--- config.mk ---
export PLATFORM = sky130hd
export DESIGN_NAME = prox_sample_ctrl
export DESIGN_NICKNAME = d
export VERILOG_FILES = /design/src/rtl/prox_sample_ctrl.sv
export SDC_FILE = /design/constraint.sdc
export NUM_CORES = 1
export LEC_CHECK = 0
export CAP_MARGIN = 20
export CORE_ASPECT_RATIO = 0.5
export CORE_MARGIN = 2
export CORE_UTILIZATION = 55
export CTS_CLUSTER_DIAMETER = 100
export CTS_CLUSTER_SIZE = 25
export DETAILED_ROUTE_END_ITERATION = 6
export PLACE_DENSITY = 0.79
export SKIP_LAST_GASP = 1
export SLEW_MARGIN = 20
export SYNTH_ARGS = -nofsm -noshare
export SYNTH_HDL_FRONTEND = slang
export SYNTH_SLANG_ARGS = --single-unit
--- constraint.sdc ---
create_clock -name clk -period 2.4 [get_ports clk]
set_input_delay 0.48 -clock clk [delete_from_list [all_inputs] [get_ports clk]]
set_output_delay 0.48 -clock clk [all_outputs]
set_load 0.05 [all_outputs]
--- src/rtl/prox_sample_ctrl.sv ---
`default_nettype none
// ============================================================================
// Module      : prox_sample_ctrl
// Description : Proximity-sensor sample sequencer. A free-running divider
//               produces a sample tick. Each tick starts two byte reads over a
//               req/ack bus handshake: REG_LO first, then REG_HI. The two bytes
//               are assembled into a 16-bit word. The word is published with a
//               one-cycle dat_valid strobe. Bus errors and timeouts are counted
//               and, once enough happen back to back, raise sensor_fault.
//
// Ports       : clk, rst_n       - clock, asynchronous active-low reset
//               enable           - sampling enable (level)
//               rd_req, rd_addr  - read request and register address to bus
//               rd_ack, rd_err   - one-cycle completion / failure pulses
//               rd_data          - read byte, valid with rd_ack
//               prox_dat         - latest published proximity word
//               dat_valid        - one-cycle strobe, prox_dat updated
//               sensor_fault     - FAULT_THRESH consecutive failed samples
//               err_cnt          - saturating count of failed samples
//
// Build macro : PROX_AVG_EN - publish the mean of the last four assembled
//               words instead of the raw word (adds one cycle of latency).
//
// Revision    : 1.0 - initial release
// ============================================================================
module prox_sample_ctrl #(
    parameter int unsigned CLK_FREQ     = 12000000,
    parameter int unsigned SAMPLE_HZ    = 100,
    parameter int unsigned TIMEOUT_CYC  = 4095,
    parameter logic [7:0]  REG_LO       = 8'h9C,
    parameter logic [7:0]  REG_HI       = 8'h9D,
    parameter int unsigned FAULT_THRESH = 3
) (
    input  logic        clk,
    input  logic        rst_n,
    input  logic        enable,
    output logic        rd_req,
    output logic [7:0]  rd_addr,
    input  logic        rd_ack,
    input  logic        rd_err,
    input  logic [7:0]  rd_data,
    output logic [15:0] prox_dat,
    output logic        dat_valid,
    output logic        sensor_fault,
    output logic [7:0]  err_cnt
);

    localparam int unsigned c_DIV    = CLK_FREQ / SAMPLE_HZ;
    localparam int unsigned c_TICK_W = (c_DIV > 1) ? $clog2(c_DIV) : 1;
    localparam int unsigned c_TO_W   = (TIMEOUT_CYC > 1) ? $clog2(TIMEOUT_CYC) : 1;
    localparam logic [c_TICK_W-1:0] c_TICK_LAST = c_TICK_W'(c_DIV - 1);
    localparam logic [c_TO_W-1:0]   c_TO_LAST   = c_TO_W'(TIMEOUT_CYC - 1);
    localparam logic [7:0]          c_FAULT_TH  = 8'(FAULT_THRESH);

    typedef enum logic [2:0] {
        S_IDLE      = 3'd0,
        S_WAIT_TICK = 3'd1,
        S_REQ_LO    = 3'd2,
        S_LO_GAP    = 3'd3,
        S_REQ_HI    = 3'd4,
        S_ACCUM     = 3'd5,
        S_PUBLISH   = 3'd6
    } state_t;

    state_t              r_state;
    state_t              w_next_state;
    logic [c_TICK_W-1:0] r_tick_cnt;
    logic [c_TO_W-1:0]   r_to_cnt;
    logic [7:0]          r_lo;
    logic [7:0]          r_consec;
    logic                r_discard;
    logic [15:0]         r_prox_dat;
    logic                r_fault;
    logic [7:0]          r_err_cnt;

    logic       w_tick;
    logic       w_in_req;
    logic       w_in_sample;
    logic       w_resp;
    logic       w_ok;
    logic       w_fail;
    logic       w_abandon;
    logic       w_count_fail;
    logic       w_enter_pub;
    logic [7:0] w_consec_inc;

    // ------------------------------------------------------------------
    // Sample tick divider: free-runs only while enabled, parked at 0 otherwise
    // ------------------------------------------------------------------
    assign w_tick = enable && (r_tick_cnt == c_TICK_LAST);

    always_ff @(posedge clk or negedge rst_n) begin
        if (!rst_n) begin
            r_tick_cnt <= '0;
        end else if (!enable || (r_tick_cnt == c_TICK_LAST)) begin
            r_tick_cnt <= '0;
        end else begin
            r_tick_cnt <= r_tick_cnt + 1'b1;
        end
    end

    // ------------------------------------------------------------------
    // Handshake qualification. Responses only count while a request is up;
    // an err pulse wins over a coincident ack.
    // ------------------------------------------------------------------
    assign w_in_req    = (r_state == S_REQ_LO) || (r_state == S_REQ_HI);
    assign w_in_sample = w_in_req || (r_state == S_LO_GAP);
    assign w_resp      = w_in_req && (rd_ack || rd_err);
    assign w_ok        = w_in_req && rd_ack && !rd_err;
    assign w_fail      = w_in_req && (rd_err || (!rd_ack && (r_to_cnt == c_TO_LAST)));

    // A sample is abandoned once enable has been seen low at any point
    // during the read; the bus transaction itself still runs to completion.
    assign w_abandon    = r_discard || !enable;
    assign w_count_fail = w_fail && !w_abandon;
    assign w_consec_inc = (r_consec == 8'hFF) ? r_consec : (r_consec + 8'd1);
    assign w_enter_pub  = (r_state != S_PUBLISH) && (w_next_state == S_PUBLISH);

    // ------------------------------------------------------------------
    // State machine
    // ------------------------------------------------------------------
    always_ff @(posedge clk or negedge rst_n) begin
        if (!rst_n) begin
            r_state <= S_IDLE;
        end else begin
            r_state <= w_next_state;
        end
    end

    always_comb begin
        w_next_state = r_state;
        rd_req       = 1'b0;
        rd_addr      = 8'h00;
        dat_valid    = 1'b0;
        case (r_state)
            S_IDLE: begin
                if (enable) w_next_state = S_WAIT_TICK;
            end
            S_WAIT_TICK: begin
                if (!enable)     w_next_state = S_IDLE;
                else if (w_tick) w_next_state = S_REQ_LO;
            end
            S_REQ_LO: begin
                rd_req  = 1'b1;
                rd_addr = REG_LO;
                if (w_fail)    w_next_state = w_abandon ? S_IDLE : S_WAIT_TICK;
                else if (w_ok) w_next_state = w_abandon ? S_IDLE : S_LO_GAP;
            end
            S_LO_GAP: begin
                // rd_req is low for exactly this one cycle between bytes
                w_next_state = w_abandon ? S_IDLE : S_REQ_HI;
            end
            S_REQ_HI: begin
                rd_req  = 1'b1;
                rd_addr = REG_HI;
                if (w_fail) begin
                    w_next_state = w_abandon ? S_IDLE : S_WAIT_TICK;
                end else if (w_ok) begin
`ifdef PROX_AVG_EN
                    w_next_state = w_abandon ? S_IDLE : S_ACCUM;
`else
                    w_next_state = w_abandon ? S_IDLE : S_PUBLISH;
`endif
                end
            end
            S_ACCUM: begin
                w_next_state = S_PUBLISH;
            end
            S_PUBLISH: begin
                dat_valid    = 1'b1;
                w_next_state = enable ? S_WAIT_TICK : S_IDLE;
            end
            default: begin
                w_next_state = S_IDLE;
            end
        endcase
    end

    // ------------------------------------------------------------------
    // Per-request timeout counter; idles at 0 outside the REQ states so
    // every REQ state entry starts from a fresh count.
    // ------------------------------------------------------------------
    always_ff @(posedge clk or negedge rst_n) begin
        if (!rst_n) begin
            r_to_cnt <= '0;
        end else if (w_in_req && !w_resp && (r_to_cnt != c_TO_LAST)) begin
            r_to_cnt <= r_to_cnt + 1'b1;
        end else begin
            r_to_cnt <= '0;
        end
    end

    // ------------------------------------------------------------------
    // Low-byte latch, disable tracking, error accounting
    // ------------------------------------------------------------------
    always_ff @(posedge clk or negedge rst_n) begin
        if (!rst_n) begin
            r_lo      <= 8'h00;
            r_discard <= 1'b0;
            r_err_cnt <= 8'h00;
            r_consec  <= 8'h00;
            r_fault   <= 1'b0;
        end else begin
            if ((r_state == S_REQ_LO) && w_ok) begin
                r_lo <= rd_data;
            end

            r_discard <= w_in_sample ? (r_discard || !enable) : 1'b0;

            if (w_count_fail) begin
                if (r_err_cnt != 8'hFF) r_err_cnt <= r_err_cnt + 8'd1;
                r_consec <= w_consec_inc;
                if (w_consec_inc >= c_FAULT_TH) r_fault <= 1'b1;
            end else if (w_enter_pub) begin
                r_consec <= 8'h00;
                r_fault  <= 1'b0;
            end
        end
    end

    // ------------------------------------------------------------------
    // Published word
    // ------------------------------------------------------------------
`ifdef PROX_AVG_EN
    // r_buf[0] is the newest word. The first good sample after reset
    // preloads every entry so the average starts at that value.
    logic [15:0] r_word;
    logic [15:0] r_buf [4];
    logic        r_filled;
    logic [17:0] w_sum;
    logic [15:0] w_avg;

    assign w_sum = {2'b00, r_word} + {2'b00, r_buf[0]}
                 + {2'b00, r_buf[1]} + {2'b00, r_buf[2]};
    assign w_avg = r_filled ? w_sum[17:2] : r_word;

    always_ff @(posedge clk or negedge rst_n) begin
        if (!rst_n) begin
            r_word     <= 16'h0000;
            r_buf[0]   <= 16'h0000;
            r_buf[1]   <= 16'h0000;
            r_buf[2]   <= 16'h0000;
            r_buf[3]   <= 16'h0000;
            r_filled   <= 1'b0;
            r_prox_dat <= 16'h0000;
        end else begin
            if ((r_state == S_REQ_HI) && w_ok) begin
                r_word <= {rd_data, r_lo};
            end
            if (r_state == S_ACCUM) begin
                if (r_filled) begin
                    r_buf[3] <= r_buf[2];
                    r_buf[2] <= r_buf[1];
                    r_buf[1] <= r_buf[0];
                end else begin
                    r_buf[3] <= r_word;
                    r_buf[2] <= r_word;
                    r_buf[1] <= r_word;
                end
                r_buf[0]   <= r_word;
                r_filled   <= 1'b1;
                r_prox_dat <= w_avg;
            end
        end
    end
`else
    always_ff @(posedge clk or negedge rst_n) begin
        if (!rst_n) begin
            r_prox_dat <= 16'h0000;
        end else if (w_enter_pub) begin
            r_prox_dat <= {rd_data, r_lo};
        end
    end
`endif

    assign prox_dat     = r_prox_dat;
    assign sensor_fault = r_fault;
    assign err_cnt      = r_err_cnt;

endmodule
`default_nettype wire

==> changes_impl.md, run 1 <==
## Implementation

- Grt met2 use: 42.28%
- WL met2: 3.884 mm
- GRT overflow: 0
- Syn-to-layout area delta: 25.47%
- Seq. cell area: 0.001852 mm^2
- Fin area: 0.004548 mm^2
- CP Cell Sequence: clkdlybuf4s50_1
- Total GRT Usage: 23.48%
- Max Clk Rate: 0.4724 GHz
- Final wirelength: 7.761 mm
- Crit path time final: 2.117 ns
- Combinational share of cell area: 36.59%
- Synth top cells by count: dfrtp_1, nor2_1, nand2_1, nand3_1, mux2_2
- Main flop type: dfrtp_1
- Worst EP required: 1.92 ns
- VDD IR-drop max: 0.8105 mV
- Post-Syn Area: 0.003625 mm^2
- Worst rel slew slack: 64.81%
- DR WL/cell: 16.30 um
- Seq pwr share: 35.5%
- CP Launch Type: register
- Syn_area_per_cell: 10.79 um^2
- Fraction of layout instances using a drive strength above 1: 14.69%
- DP Area: 0.004207 mm^2
- Die height: 61.41 um
- Net Switching: 0.001676 W
- Static Leak: 1.923 nW
- Initial antenna violation count: 0
- Comb. pwr: 0.00158 W
- DRT Pass-1 Iters: 5
- Nets: 402
- Core area: 0.006206 mm^2
- Biggest area cells: dfrtp_1, mux2_2, nor2_1
- Log Warnings: 27
- Cells after Synth: 336
- Yosys Chip Area: 0.003625 mm^2
- Max-area cell share: 51.09%
- Crit path max fanout: 6
- Iter 0 DRT Violations: 230
- Final-layout clock-cell area share: 7.510%
- Non-Filler Instances: 476
- Hold Violations, Final: 0
- Cell Type Count: 54
- Clock buffers: 10
- RD Place Congestion: 0.8683
- Ys cells: 336
- Total CTS buffers: 9
- Vias: 2,752
- Longest Clk Path Bufs: 2
- Root buffer selected by CTS: clkbuf_16
- Horiz. Die Dim: 118.8 um
- Clk pin slew, worst setup/hold paths: 0.05 ns
- Complex Gates by Area: 7.974%
- Least-Margin Pin Slew: 0.5262 ns
- P_int: 0.003141 W
- Most instantiated logic cells after routing: dfrtp_1, nor2_1, clkdlybuf4s50_1, nand2_1, nand3_1
- FF-to-FF Start: r_to_cnt[0]$_DFF_PN0_
- Ys async rst share: 100.0%
- Mux area share: 8.353%
- MI comb area: 0.001664 mm^2
- Hold WS: 0.1767 ns
- Final setup TNS: 0 ns
- Pre-CTS WS: 0.1099 ns
- Top pwr grp: sequential cells
- RR Endpoint: r_consec[4]$_DFFE_PN0P_
- Worst Setup EP: err_cnt[0]
- Simple Share, Synth: 20.68%
- Hold-fix buffers, CTS: 0
- Post-synth EDFFs: 0
- Pwr Density: 1059 mW/mm^2
- Crit path max-delay family: buffers and inverters
- Synth Seq Share: 51.09%
- Status: finished, final reports clean
- I/O pins: 48
- Number of global-route vias before repair: 2,703
- Sw frac: 34.79%
- Clk sinks: 74
- Unrepaired setup endpoints after global routing: no
- R2R setup slack: 0.38 ns
- M1 GR Usage: 26.69%
- Pwr Total: 0.004816 W
- Hpwl dp: 4.967 mm
- Slew Limit Fails: 0
- Multi-input comb cells: 242
- Number of synthesized register bits: 74
- # DRC: 0
- CTS H-tree lvls: 3
- Flip-flops: 74
- CP max-delay cell: clkdlybuf4s50_1
**Run 1: selected gate families**

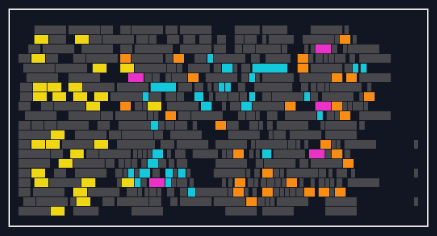
- cyan: aoi and oai cells (cells 27)
- yellow: mux cells (cells 27; most used mux2_2)
- magenta: fa/ha/maj cells (cells 5; most used ha_1)
- orange: xor and xnor cells (cells 28; most used xnor2_1)

**Run 1: where the registers sit**

Other sequential cells in the stronger gray, the rest of the logic in the fainter gray.
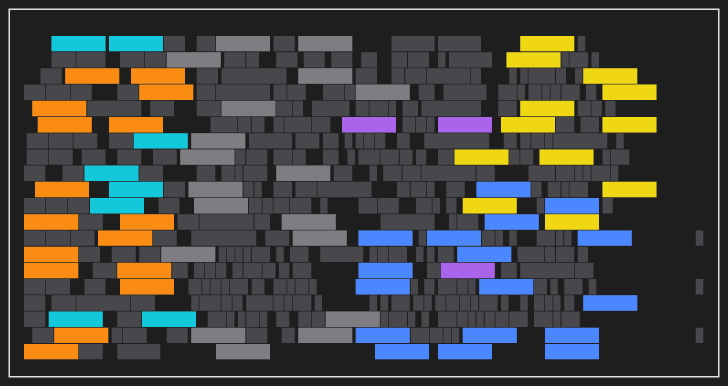
- cyan: r_lo (flops 8)
- orange: prox_dat (flops 16)
- blue: r_tick_cnt (flops 17)
- yellow: r_to_cnt (flops 12)
- purple: r_state (flops 3)
- not colored: 18

**Run 1: placed cells, one color a class**

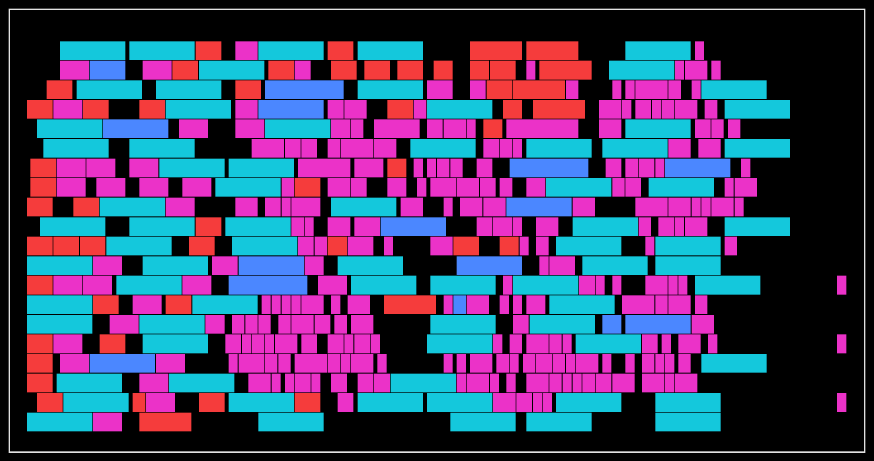
- red: remaining buffers and delay cells (cells 51; share of their area 13%)
- blue: clock drivers and dummy loads (cells 15; share of their area 7.7%)
- cyan: sequential cells (cells 74; share of their area 42%)
- magenta: combinational and other logic (cells 248; share of their area 38%)

**Run 1: clock distribution**

The bar under the picture is 20 um long.
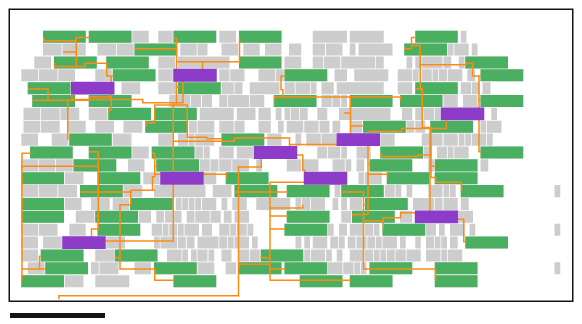
- orange: clock wires (length 883 um)
- purple: clock drivers (count 9)
- green: flip-flops (count 74)
- flops lie: spread over the die
- routed clock nets: 10
Latency at later pin: 0.33 ns
Clk network pwr share: 31.8%
Worst Clk Skew: 0.005699 ns
P_clk: 0.00153 W

**Run 1: clock routing**

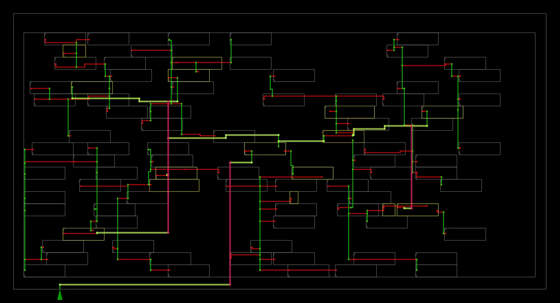

--- run 2 (diff from run 1) ---
PLACE_DENSITY = 0.9   (was 0.79)
**Run 2: clock routing**

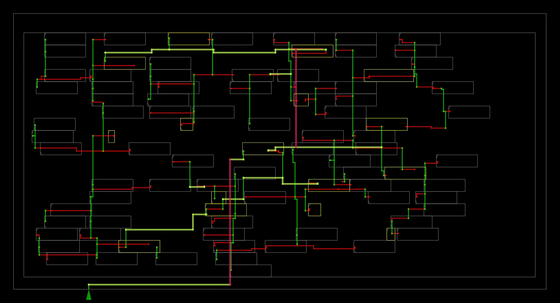
P_clk: 0.00133 W
Worst Clk Skew: 0.004881 ns

**Run 2: clock distribution**

The bar under the picture is 20 um long.
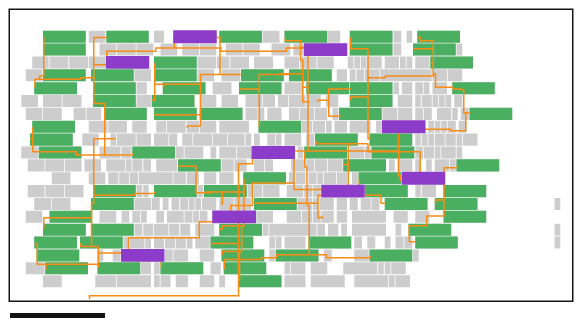
- purple: clock drivers (count 9)
- orange: clock wires (length 905 um)
- green: flip-flops (count 74)
- routed clock nets: 10
- flops lie: spread over the die
Latency at later pin: 0.34 ns
Clk network pwr share: 28.7%

==> changes_impl.md, run 2 <==
## Implementation

- Status: finished, final reports clean
- Non-Filler Instances: 479 (+0.63%)
- Final-layout clock-cell area share: 6.582% (-0.93 points)
- Syn-to-layout area delta: 24.30%
- Yosys Chip Area: 0.003625 mm^2 (unchanged)
- Root buffer selected by CTS: clkbuf_16
- Worst Setup EP: err_cnt[0]
- Clock buffers: 10 (unchanged)
- GR peak layer: met2
- Synth Seq Share: 51.09% (unchanged)
- Least-Margin Pin Slew: 0.5323 ns (+0.006103 ns)
- DRT Pass-1 Iters: 5 (unchanged)
- Met3 WL: 467 um
- Syn_area_per_cell: 10.79 um^2 (unchanged)
- Static Leak: 1.899 nW (-1.2%)
- Nets: 404 (+0.50%)
- Pre-CTS WS: 0.08395 ns (-0.02596 ns)
- Fin area: 0.004506 mm^2 (-0.94%)
- Fraction of layout instances using a drive strength above 1: 15.09% (+0.40 points)
- GRT overflow: 0 (unchanged)
- Non-Clock Buffer Count: 53
- Vias: 2,870 (+4.3%)
- VDD IR-drop max: 0.7316 mV (-9.7%)
- Sw frac: 37.26% (+2.5 points)
- Reg2reg path depth: 8
- Total CTS buffers: 9 (unchanged)
- Unrepaired setup endpoints after global routing: no
- WP data arrival: 1.68 ns
- Net Switching: 0.001729 W (+3.2%)
- Most frequent logic cell in the layout: dfrtp_1
- DP Area: 0.004209 mm^2 (about the same)
- Combinational share of cell area: 36.93% (+0.35 points)
- Hpwl dp: 5.622 mm (+13%)
- Complex Gates by Area: 7.974% (unchanged)
- WL met2: 4.224 mm (+8.8%)
- Top pwr grp: sequential cells
- # rows: 20
- Post-DRT Antenna Nets: 0
- Ys async rst share: 100.0% (unchanged)
- Post-Route M1 WL: 3.344 mm
- Max-area cell share: 51.09% (unchanged)
- Worst EP required: 1.92 ns (about the same)
- CP Cell Sequence: clkdlybuf4s50_1
- Log Warnings: 27 (unchanged)
- Initial antenna violation count: 0 (unchanged)
- Clk pin slew, worst setup/hold paths: 0.06 ns (about the same)
- Simple Share, Synth: 20.68% (unchanged)
- CP max-delay cell: clkdlybuf4s50_1
- Slew Limit Fails: 0 (unchanged)
- Grt met2 use: 43.35% (+1.1 points)
- Mux area share: 8.353% (unchanged)
- Maxcap violations: 0
- Core area: 0.006206 mm^2 (unchanged)
- CP Launch Type: register
- Synth top cells by count: dfrtp_1, nor2_1, nand2_1, nand3_1, mux2_2
- Seq pwr share: 37.0% (+1.5 points)
- Ys cells: 336 (unchanged)
- Horiz. Die Dim: 118.8 um (unchanged)
- Pwr Density: 1030 mW/mm^2 (-2.7%)
- Final setup TNS: 0 ns (unchanged)
- Seq. cell area: 0.001852 mm^2 (unchanged)
- Longest Clk Path Bufs: 2 (unchanged)
- RR Endpoint: r_consec[5]$_DFFE_PN0P_
- Worst rel slew slack: 64.40% (-0.41 points)
- Iter 0 DRT Violations: 214 (-7.0%)
- P_int: 0.002912 W (-7.3%)
- Cells after Synth: 336 (unchanged)
- Main flop type: dfrtp_1
- # DRC: 0 (unchanged)
- Crit path time final: 2.161 ns (+0.04418 ns)
- R2R setup slack: 0.43 ns (+0.05 ns)
- Hold WS: 0.02191 ns (-0.1548 ns)
- Most instantiated logic cells after routing: dfrtp_1, nor2_1, clkdlybuf4s50_1, nand2_1, nand3_1
- Number of synthesized register bits: 74 (unchanged)
- Max Clk Rate: 0.4628 GHz (-2.0%)
- Clk sinks: 74 (unchanged)
- MI comb area: 0.001664 mm^2 (unchanged)
- Synth Warn #: 0
- Tap cells: 88
- Hold-fix buffers, CTS: 0 (unchanged)
- FF-to-FF Start: r_to_cnt[0]$_DFF_PN0_
- DR WL/cell: 17.10 um (+4.9%)
- RD Place Congestion: 0.8346 (-3.9%)
- Crit path max-delay family: buffers and inverters
- Antenna Cells: 0
- Die height: 61.41 um (unchanged)
- Final wirelength: 8.193 mm (+5.6%)
- Finish-stage setup viols: 0
- Post-synth EDFFs: 0 (unchanged)
- Cell Type Count: 54 (unchanged)
- Pwr Total: 0.004641 W (-3.6%)
- Flip-flops: 74 (unchanged)
- Post-Syn Area: 0.003625 mm^2 (unchanged)
- M1 GR Usage: 28.09% (+1.4 points)
- Total GRT Usage: 24.02% (+0.54 points)
- Grt met3 use: 7.963%
- Comb. pwr: 0.00159 W (about the same)
- Number of global-route vias before repair: 2,814 (+4.1%)
- Crit path max fanout: 6 (unchanged)
- Multi-input comb cells: 242 (unchanged)
- Biggest area cells: dfrtp_1, mux2_2, nor2_1
- Hold Violations, Final: 0 (unchanged)
- CTS H-tree lvls: 3 (unchanged)
- I/O pins: 48 (unchanged)
**Run 2: placed cells, one color a class**

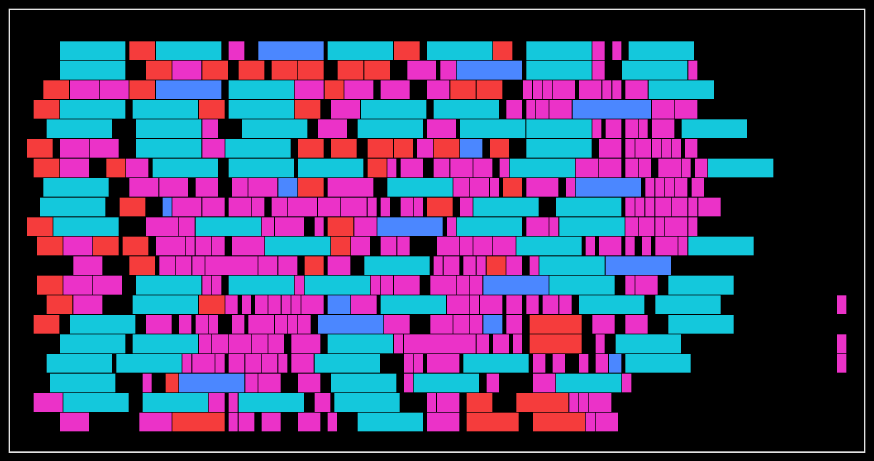
- magenta: combinational and other logic (cells 248; share of their area 38%)
- blue: clock drivers and dummy loads (cells 16; share of their area 6.7%)
- red: remaining buffers and delay cells (cells 53; share of their area 13%)
- cyan: sequential cells (cells 74; share of their area 42%)

**Run 2: where the registers sit**

Other sequential cells in the stronger gray, the rest of the logic in the fainter gray.
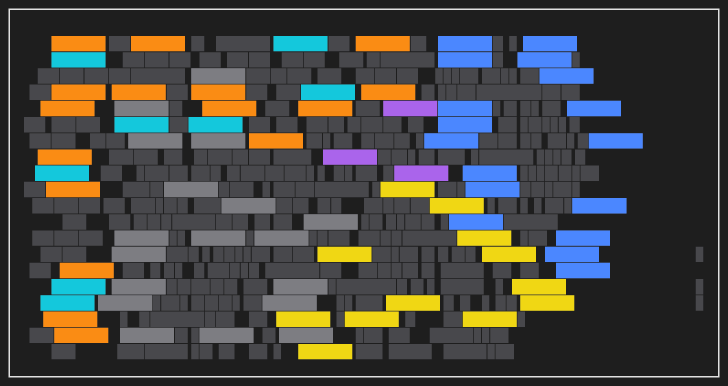

--- run 3 (diff from run 2) ---
clock period = 2.45 ns   (was 2.4 ns; I/O delays follow)
**Run 3: where the registers sit**

Other sequential cells in the stronger gray, the rest of the logic in the fainter gray.
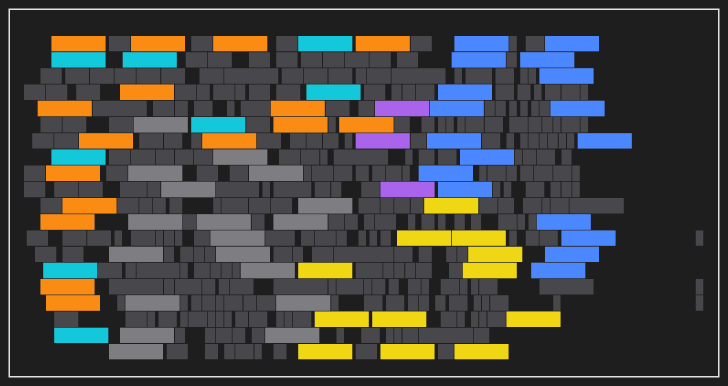
- yellow: r_to_cnt (flops 12; where bottom middle)
- purple: r_state (flops 3)
- cyan: r_lo (flops 8)
- orange: prox_dat (flops 16)
- blue: r_tick_cnt (flops 17)
- not colored: 18
Seq. cell area: 0.001852 mm^2
Seq group: 0.00164 W
fin util: 71.29%

**Run 3: selected gate families**

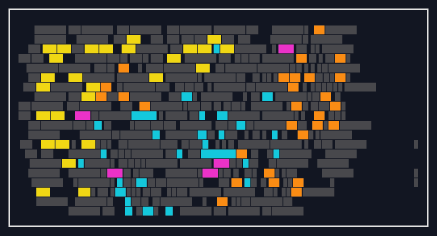
- yellow: mux cells (cells 27; most used mux2_2)
- cyan: aoi and oai cells (cells 27)
- orange: xor and xnor cells (cells 28; most used xnor2_1)
- magenta: fa/ha/maj cells (cells 5; most used ha_1)

==> changes_impl.md, run 3 <==
## Implementation

- Status: finished, final reports clean
- Complex Gates by Area: 7.974% (unchanged)
- Mux area share: 8.353% (unchanged)
- Worst Clk Skew: 0.005768 ns (+0.0008875 ns)
- Hold WS: 0.1291 ns (+0.1072 ns)
- Max-area cell share: 51.09% (unchanged)
- Crit path max-delay family: AND-OR/OR-AND gates
- Log Warnings: 27 (unchanged)
- P_clk: 0.00123 W (-8%)
- Final wirelength: 7.997 mm (-2.4%)
- Clock buffers: 12 (+2)
- Hold-fix buffers, CTS: 0 (unchanged)
- Pwr Density: 992.7 mW/mm^2 (-3.6%)
- Synth Warn #: 0 (unchanged)
- Tap cells: 88 (unchanged)
- Pre-CTS WS: 0.03882 ns (-0.04512 ns)
- Yosys Chip Area: 0.003625 mm^2 (unchanged)
- Worst EP required: 2.65 ns (+0.73 ns)
- Nets: 403 (-0.25%)
- Top pwr grp: sequential cells
- DR WL/cell: 16.73 um (-2.2%)
- Least-Margin Pin Slew: 0.5373 ns (+0.004942 ns)
- Slew Limit Fails: 0 (unchanged)
- Most frequent logic cell in the layout: dfrtp_1
- Sw frac: 37.52% (+0.27 points)
- Reg2reg path depth: 5 (-3)
- P_int: 0.002744 W (-5.8%)
- DRT Pass-1 Iters: 5 (unchanged)
- Syn-to-layout area delta: 22.06%
- Core area: 0.006206 mm^2 (unchanged)
- Cells after Synth: 336 (unchanged)
- Ys cells: 336 (unchanged)
- Cell Type Count: 54 (unchanged)
- Worst Setup EP: r_consec[7]$_DFFE_PN0P_
- MI comb area: 0.001664 mm^2 (unchanged)
- Ys async rst share: 100.0% (unchanged)
- Horiz. Die Dim: 118.8 um (unchanged)
- Total GRT Usage: 24.34% (+0.31 points)
- DP Area: 0.004141 mm^2 (-1.6%)
- Static Leak: 1.878 nW (-1.1%)
- Max Clk Rate: 0.4214 GHz
- Clk sinks: 74 (unchanged)
- Worst rel slew slack: 63.71% (-0.69 points)
- GRT overflow: 0 (unchanged)
- Antenna Cells: 0 (unchanged)
- M1 GR Usage: 28.67% (+0.57 points)
- Crit path max fanout: 8 (+2)
- Fin area: 0.004424 mm^2 (-1.8%)
- Fraction of layout instances using a drive strength above 1: 14.62% (-0.47 points)
- Non-Clock Buffer Count: 52 (-1.9%)
- CP Cell Sequence: clkdlybuf4s50_1 > nand2b_1 > a211oi_1 > nand2_1 > o41ai_1 > nor2_1
- WP data arrival: 2.57 ns (+0.89 ns)
- Simple Share, Synth: 20.68% (unchanged)
- Biggest area cells: dfrtp_1, mux2_2, nor2_1
- Most instantiated logic cells after routing: dfrtp_1, nor2_1, clkdlybuf4s50_1, nand2_1, nand3_1
- Final-layout clock-cell area share: 6.391% (-0.19 points)
- Clk pin slew, worst setup/hold paths: 0.06 ns (about the same)
- Iter 0 DRT Violations: 204 (-4.7%)
- I/O pins: 48 (unchanged)
- Number of global-route vias before repair: 2,738 (-2.7%)
- WL met2: 4.001 mm (-5.3%)
**Run 3: clock distribution**

The bar under the picture is 20 um long.
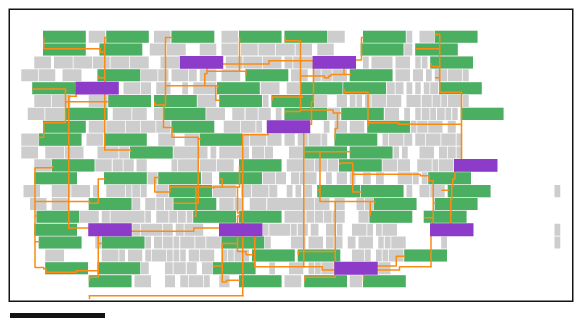
- purple: clock drivers (count 9)
- orange: clock wires (length 899 um)
- green: flip-flops (count 74)
- flops lie: spread over the die
- routed clock nets: 10

Power figures rest on the tool's default switching activity, not on a simulated workload.
